### src/rtl/cover_toggle_scheduler.sv
// Serialises a wide per-cycle cover-event vector into one absolute cover index
// per cycle, with sticky pending capture, optional repeat filtering and round-robin fairness.
module cover_toggle_scheduler #(
  parameter int              WIDTH       = 58,
  parameter longint unsigned COVER_INDEX = 64'd0,
  parameter bit              ONCE_ONLY   = 1'b1,
  parameter int              CNT_W       = 7
) (
  input  logic              clock,
  input  logic              reset,
  input  logic [WIDTH-1:0]  valid,
  input  logic              clear,
  input  logic              out_ready,
  output logic              out_valid,
  output logic [63:0]       out_index,
  output logic              busy,
  output logic [CNT_W-1:0]  hit_count
);

  localparam int PTR_W = (WIDTH > 1) ? $clog2(WIDTH) : 1;

  typedef enum logic [0:0] {
    S_EMPTY = 1'b0,
    S_FULL  = 1'b1
  } state_t;

  function automatic logic [CNT_W-1:0] popcount(input logic [WIDTH-1:0] v);
    logic [CNT_W-1:0] acc;
    acc = {CNT_W{1'b0}};
    for (int i = 0; i < WIDTH; i++) begin
      acc = acc + CNT_W'(v[i]);
    end
    return acc;
  endfunction

  state_t             state_q, state_d;
  logic [WIDTH-1:0]   pending_q, pending_d;
  logic [WIDTH-1:0]   covered_q, covered_d;
  logic [PTR_W-1:0]   rr_ptr_q, rr_ptr_d;
  logic [63:0]        out_index_q, out_index_d;
  logic [CNT_W-1:0]   hit_count_q, hit_count_d;
  logic               busy_q, busy_d;

  logic               hi_found, lo_found;
  logic [PTR_W-1:0]   hi_idx, lo_idx, win_idx;
  logic               any_pending;
  logic               slot_free, load_en;
  logic [WIDTH-1:0]   load_mask, covered_loaded, capture_mask;

  // Round-robin winner: lowest pending bit at or above rr_ptr, else lowest overall.
  always_comb begin
    hi_found = 1'b0;
    lo_found = 1'b0;
    hi_idx   = {PTR_W{1'b0}};
    lo_idx   = {PTR_W{1'b0}};
    for (int i = WIDTH - 1; i >= 0; i--) begin
      lo_found = pending_q[i] ? 1'b1 : lo_found;
      lo_idx   = pending_q[i] ? PTR_W'(i) : lo_idx;
      hi_found = (pending_q[i] && (i >= int'(rr_ptr_q))) ? 1'b1 : hi_found;
      hi_idx   = (pending_q[i] && (i >= int'(rr_ptr_q))) ? PTR_W'(i) : hi_idx;
    end
    win_idx     = hi_found ? hi_idx : lo_idx;
    any_pending = lo_found;
  end

  // Slot FSM, load, capture and clear next-state.
  always_comb begin
    state_d     = state_q;
    rr_ptr_d    = rr_ptr_q;
    out_index_d = out_index_q;
    load_mask   = {WIDTH{1'b0}};

    slot_free = (state_q == S_EMPTY) || out_ready;
    load_en   = slot_free && any_pending && !clear;

    case (state_q)
      S_EMPTY: state_d = load_en ? S_FULL : S_EMPTY;
      S_FULL: begin
        if (out_ready) begin
          state_d = load_en ? S_FULL : S_EMPTY;
        end else begin
          state_d = S_FULL;
        end
      end
      default: state_d = S_EMPTY;
    endcase

    if (load_en) begin
      load_mask   = {{(WIDTH-1){1'b0}}, 1'b1} << win_idx;
      out_index_d = COVER_INDEX + 64'(win_idx);
      rr_ptr_d    = (win_idx == PTR_W'(WIDTH - 1)) ? {PTR_W{1'b0}} : win_idx + PTR_W'(1);
    end else begin
      load_mask   = {WIDTH{1'b0}};
    end

    // A hit landing on the bit being loaded is filtered against the post-load covered map.
    covered_loaded = covered_q | load_mask;
    capture_mask   = valid & ~({WIDTH{ONCE_ONLY}} & covered_loaded);

    if (clear) begin
      pending_d = {WIDTH{1'b0}};
      covered_d = {WIDTH{1'b0}};
    end else begin
      pending_d = (pending_q & ~load_mask) | capture_mask;
      covered_d = covered_loaded;
    end

    hit_count_d = popcount(covered_d);
    busy_d      = (state_d == S_FULL) || (|pending_d);
  end

  // State registers.
  always_ff @(posedge clock or negedge reset) begin
    if (!reset) begin
      state_q     <= S_EMPTY;
      pending_q   <= {WIDTH{1'b0}};
      covered_q   <= {WIDTH{1'b0}};
      rr_ptr_q    <= {PTR_W{1'b0}};
      out_index_q <= 64'd0;
      hit_count_q <= {CNT_W{1'b0}};
      busy_q      <= 1'b0;
    end else begin
      state_q     <= state_d;
      pending_q   <= pending_d;
      covered_q   <= covered_d;
      rr_ptr_q    <= rr_ptr_d;
      out_index_q <= out_index_d;
      hit_count_q <= hit_count_d;
      busy_q      <= busy_d;
    end
  end

  assign out_valid = (state_q == S_FULL);
  assign out_index = out_index_q;
  assign busy      = busy_q;
  assign hit_count = hit_count_q;

endmodule

### config.mk
export PLATFORM = sky130hd
export DESIGN_NAME = cover_toggle_scheduler
export DESIGN_NICKNAME = d
export VERILOG_FILES = /design/src/rtl/cover_toggle_scheduler.sv
export SDC_FILE = /design/constraint.sdc
export NUM_CORES = 1
export LEC_CHECK = 0
export ABC_AREA = 0
export CAP_MARGIN = 5
export CORE_MARGIN = 3
export CORE_UTILIZATION = 57
export CTS_CLUSTER_DIAMETER = 200
export DETAILED_ROUTE_END_ITERATION = 7
export PLACE_DENSITY = 0.91
export SLEW_MARGIN = 15
export SYNTH_ARGS = -nofsm -noshare
export SYNTH_HDL_FRONTEND = slang
export SYNTH_SLANG_ARGS = --single-unit
### constraint.sdc
create_clock -name clock -period 11.4 [get_ports clock]
set_clock_uncertainty 0.2 [all_clocks]
set_input_delay 2.28 -clock clock [delete_from_list [all_inputs] [get_ports clock]]
set_output_delay 2.28 -clock clock [all_outputs]
set_load 0.01 [all_outputs]
### Wire density map, run 1

Scale: 2 px per um. 29 x 29 tiles, from dark blue (low) to red (high), scaled to the fullest tile. Values are wire area over tile area, all layers added.
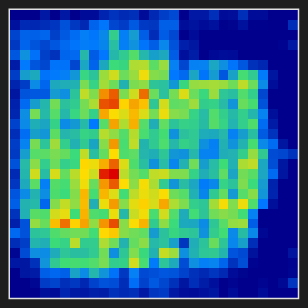
fullest tile: 1.1
mean over tiles: 0.36
tiles over half the peak: 28%
emptiest ninth of the die: upper right
nearly empty tiles: 14%
Total Routing Usage GR: 39.3%
aggregate routed wire length: 40.4 mm
vias: 11,099

### M2 wires, run 1

Scale: 3 px per um.
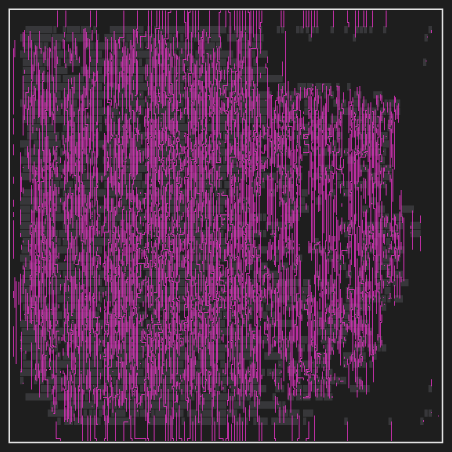
nets with wire on the layer: 1,301
main direction: vertical
longest straight run: 57.1 um
share of all routed wire: 44%
wire length on this layer: 17,800 um
met2 track demand over resource: 59.7%

==> results.txt, run 1 <==
Quick summary of the implementation run below.

Per the cell usage report, the commonest logic cells after layout are sky130_fd_sc_hd__dfrtp_1 (135), sky130_fd_sc_hd__inv_1 (126), sky130_fd_sc_hd__a21oi_1 (115). The script parses the final routing iteration and logs DRC violations as 0. The fraction of cell area in multi-input combinational cells is reported as 52.4%. The highest metal layer with signal wires is met4. The core utilization at floorplan is 59.1%. The final number of max-transition violations came out at 0. The count of warnings emitted by yosys came out at 0. In this run switching power makes up 51.6% of total power. Dividing the detail-routed via count by the number of cells gives 7.06. The post-synthesis share of cell area spent on full adders, half adders and majority gates came out at 11.5%. The pin count of the biggest net entering global routing is 73. Looking at area per cell type in the netlist, the leader is sky130_fd_sc_hd__dfrtp_1. The first-pass GRT wire length came out at 61.9 mm.

Yosys reports that the leading cell type by area covers 31.6% of the netlist area. The cell count in the Yosys report came out at 1,278. In the final design, more cell area goes to combinational gates than to any other class.

The first-pass iteration count of the detailed router came out at 8. Post-CTS repair changed the size of 0 cells. For reference, the clock transition at the flip-flops on the worst setup and hold paths is 0.06 ns. The run finished with clean final reports. The number of antenna-violating nets in the routed design is 0. In the final routed layout, each cell accounts on average for 25.7 um. The post-synthesis share of cell area spent on and-or and or-and gates came out at 25.2%.

Checking max transition, the worst relative margin is 20.6%. The synthesized netlist has a Yosys-reported chip area of 10,800 um^2. The TritonCTS clock tree is yes. For the worst reg-to-reg path, the endpoint reported by OpenROAD is hit_count[6]$_DFF_PN0_. STA reports the tightest min-delay check as being of type flip-flop to flip-flop. The power in combinational cells is 1.48 mW. The number of buffers and inverters on the critical path is 3. The layout sequential cell count came out at 137.

Yosys reports that the most numerous cell types are sky130_fd_sc_hd__dfrtp_1 (137), sky130_fd_sc_hd__inv_1 (126), sky130_fd_sc_hd__a21oi_1 (115). The net count reported at finish came out at 1,462. The combinational gate area is 6370 um^2. The number of setup violations in the final report came out at 0. The count of flip-flops with a built-in enable after synthesis came out at 0.

The synthesis-to-finish area growth is 12.2%. By startpoint and endpoint, the worst setup path is classified as flip-flop to flip-flop. Clock buffers in the final layout number 18. The transition time recorded at the tightest slew-check pin is 1.18 ns. Per the GRT congestion report, total overflow comes to 0. Setup repair after global routing left no endpoint under its margin. The number of buffers inserted to repair setup after CTS came out at 0. The leakage power total is 5.61 nW. The internal power came out at 1.29 mW.

The non-clock buffer share of cell area is 8.45%. The tally of filler cells in the layout came out at 1,372. For this run the top cell type by instance count after synthesis was sky130_fd_sc_hd__dfrtp_1. The final hold violation count recorded for this run is 0. The placeable core area came out at 18,300 um^2. The biggest slice of the total power is consumed by combinational logic. The number of antenna violations at the first check in global routing came out at 0. The library cell used most frequently in the layout, excluding fill and tap cells, is sky130_fd_sc_hd__dfrtp_1. The detailed-placement wirelength estimate came out at 29.4 mm. The worst setup path is launched from a flip-flop. The fraction of met1 tracks used by global routing is 49.3%. The highest achievable clock rate came out at 90.5 MHz. At the end of routability-driven placement, the weighted congestion stood at 1.01. For reference, the top logic cell family by area is AND-OR/OR-AND gates. The cell class contributing the biggest share of worst-path delay is adder cells.

Adding up every negative setup slack in the final design gives 0 ns. The largest stage delay on the critical path is 0.72 ns. 936 cells are multi-input combinational gates.

Per the layout report, the design carries 127 non-clock inverters.
### Pin map, run 1

Scale: 3 px per um. Pins as bars across the die edge, other pins in gray.
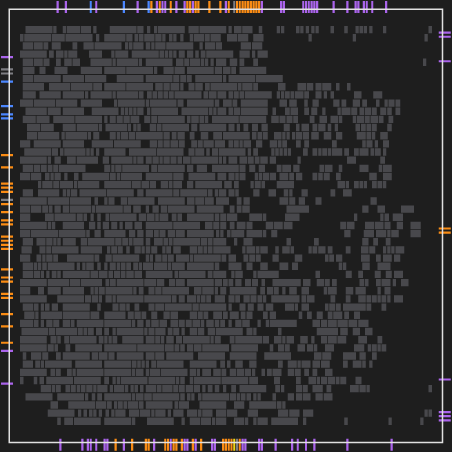
| port | color | pins | direction | edge |
|---|---|---|---|---|
| `hit_count` | blue | 7 | output | 4 left, 3 top |
| `out_valid` | yellow | 1 | output | bottom |
| `out_index` | purple | 64 | output | 28 top, 26 bottom, 7 right, 3 left |
| `valid` | orange | 58 | input | 21 left, 19 top, 16 bottom, 2 right |
all pins by edge: 51 top, 44 bottom, 31 left, 9 right
height of the die: 144 um
number of port buffers: 76
die width: 144 um

### Track usage over the die, run 1

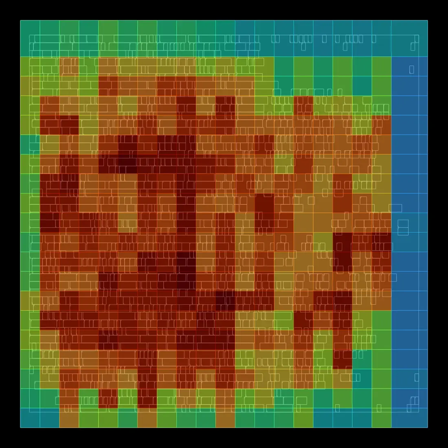

==> run 2: changes to the inputs <==
==> constraint.sdc (replaced) <==
create_clock -name clock -period 11.4 [get_ports clock]
set_clock_uncertainty 0.2 [all_clocks]
set_input_delay 1.71 -clock clock [delete_from_list [all_inputs] [get_ports clock]]
set_output_delay 1.71 -clock clock [all_outputs]
set_load 0.01 [all_outputs]
### Track usage over the die, run 2

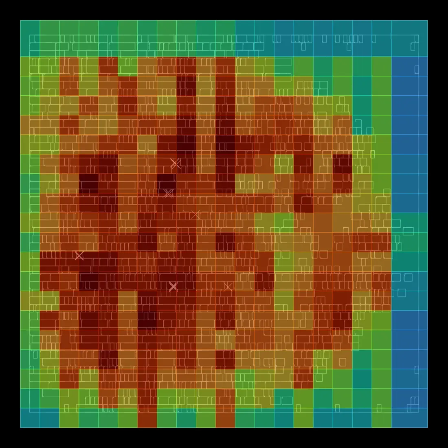
met2 track demand over resource: 59.4%
Total Routing Usage GR: 39.2%
routed len/inst: 25.4 um
met3 layer usage reported by global route: 9.48%

### M2 wires, run 2

Scale: 3 px per um.
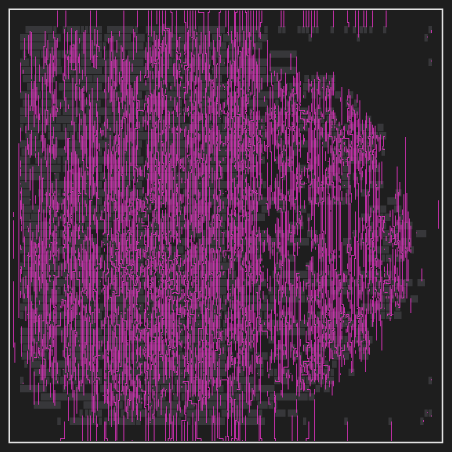
wire length on this layer: 17,800 um
nets with wire on the layer: 1,308
aggregate routed wire length: 39.9 mm
vias: 11,128

==> run 2 against run 1 <==
The run now ends with DRC left. Synthesized area unchanged. Cell count barely moved. Die size unchanged. Highest routed layer unchanged.
==> results.txt, run 2 <==
Quick summary of the implementation run below.

The library cell used most frequently in the layout, excluding fill and tap cells, is sky130_fd_sc_hd__dfrtp_1. The net switching fraction of the power is 49.6%. The largest stage delay on the critical path came out at 0.68 ns. The layout report lists the multi-input gate area as 6360 um^2. The accumulated negative setup slack came out at 0 ns. The post-synthesis share of cell area spent on full adders, half adders and majority gates is 11.5%. The first-pass GRT wire length came out at 62.1 mm. The placeable core area came out at 18,300 um^2. The net count reported at finish came out at 1,463.

Once layout is done, the placed cells without fillers occupy 12,200 um^2. Per report_power, the top consumer among the power groups is combinational logic. The non-filler instance count after layout is 1,572. The area of the chip is 20,700 um^2. The cell class contributing the biggest share of worst-path delay is adder cells. Ranking logic cells in the layout by count gives the top entries sky130_fd_sc_hd__dfrtp_1 (135), sky130_fd_sc_hd__inv_1 (126), sky130_fd_sc_hd__a21oi_1 (115). The clock-pin transition on the worst setup and hold timing paths is 0.07 ns. The checks that failed: DRC. The number of antenna-violating nets in the routed design is 0.

After synthesis, the largest family of logic cells by area is AND-OR/OR-AND gates. For reference, the top cells by count after synthesis are sky130_fd_sc_hd__dfrtp_1 (137), sky130_fd_sc_hd__inv_1 (126), sky130_fd_sc_hd__a21oi_1 (115). The detailed-placement wirelength estimate came out at 28.5 mm. The number of buffers inserted to repair setup after CTS is 0. The leading cell type by number of instances after synthesis is sky130_fd_sc_hd__dfrtp_1. The count of clock-net buffers in the final layout came out at 20. The horizontal die dimension is 144 um. The DRC violation count after routing came out at 25. The leakage power total is 5.64 nW. The fraction of cell area in multi-input combinational cells is reported as 52.2%. Entering global routing, the biggest net connects 77 pins. The number of setup violations in the final report came out at 0.

STA classifies the critical path startpoint as a flip-flop. The tally of buffers added on design ports is 76. The first-pass iteration count of the detailed router came out at 8. The count of warnings emitted by yosys is 0. The worst path in the final design needs a cycle of 10.95 ns, including I/O delays and setup. Setup repair after global routing left no endpoint under its margin.

The top fanout value on the critical path came out at 17. The final number of max-transition violations came out at 0. The number of global-route vias before repair was 10,793. The via density per instance came out at 7.08.

For this run, combinational gates with multiple inputs come to 936. Counting flops with an async set or reset pin after synthesis yields a share of 100%. By startpoint and endpoint, the worst setup path is classified as flip-flop to flip-flop. Together, buffers and inverters on the worst path number 4. The biggest cell category by area in the final layout is combinational gates. The core utilization at floorplan came out at 59.1%. In the finished design the tool counted flip-flops and latches totalling 137.

The highest achievable clock rate came out at 91.3 MHz. The headroom to the max-slew limit came out at 34.7%. The power in combinational cells came out at 1.44 mW. The internal power came out at 1.35 mW.

The end of the worst register-to-register path is hit_count[6]$_DFF_PN0_. The number of non-clock inverters came out at 127. The tally of filler cells in the layout is 1,332. The endpoint arrival time on the critical path came out at 11.07 ns. The count of tool warnings came out at 32. The total congestion overflow came out at 0. The average footprint of a synthesized cell is 8.48 um^2. The most critical min-delay path falls under flip-flop to flip-flop. The flow ran to the end, but the final reports show violations. The count of endpoints failing hold in the final timing report came out at 0.

The number of rows created at floorplan came out at 49. The antenna cell count came out at 1. The weighted congestion reported at the end of routability-driven placement came out at 1.02. TritonCTS built the clock tree. The count of flip-flops with a built-in enable after synthesis is 0. The fraction of met1 tracks used by global routing is 50.6%.

Of all cell types, the one taking the most synthesized area is sky130_fd_sc_hd__dfrtp_1. The worst-margin pin slew is 0.980 ns. Once iteration 0 of detailed routing completed, the report listed 2,203 DRC markers.

For this design, the slowest cell found on the critical path is sky130_fd_sc_hd__dfrtp_1. Routed signal wires occupy layers up through met4. The yosys-reported design area after synthesis is 10,800 um^2. Of the total synthesized cell area, the portion taken by AND-OR and OR-AND cells is 25.2%.

The synthesis-to-finish area growth came out at 12.5%. The cell count in the Yosys report came out at 1,278. The number of antenna violations at the first check in global routing came to 1. The portion of synthesized cell area occupied by the leading cell type came out at 31.6%. In this run the vertical extent of the chip is 144 um. The number of gates resized after CTS is 0.

The number of tapcells is 229. The non-clock buffer share of cell area is 8.39%.
Power figures rest on the tool's default switching activity, not on a simulated workload.
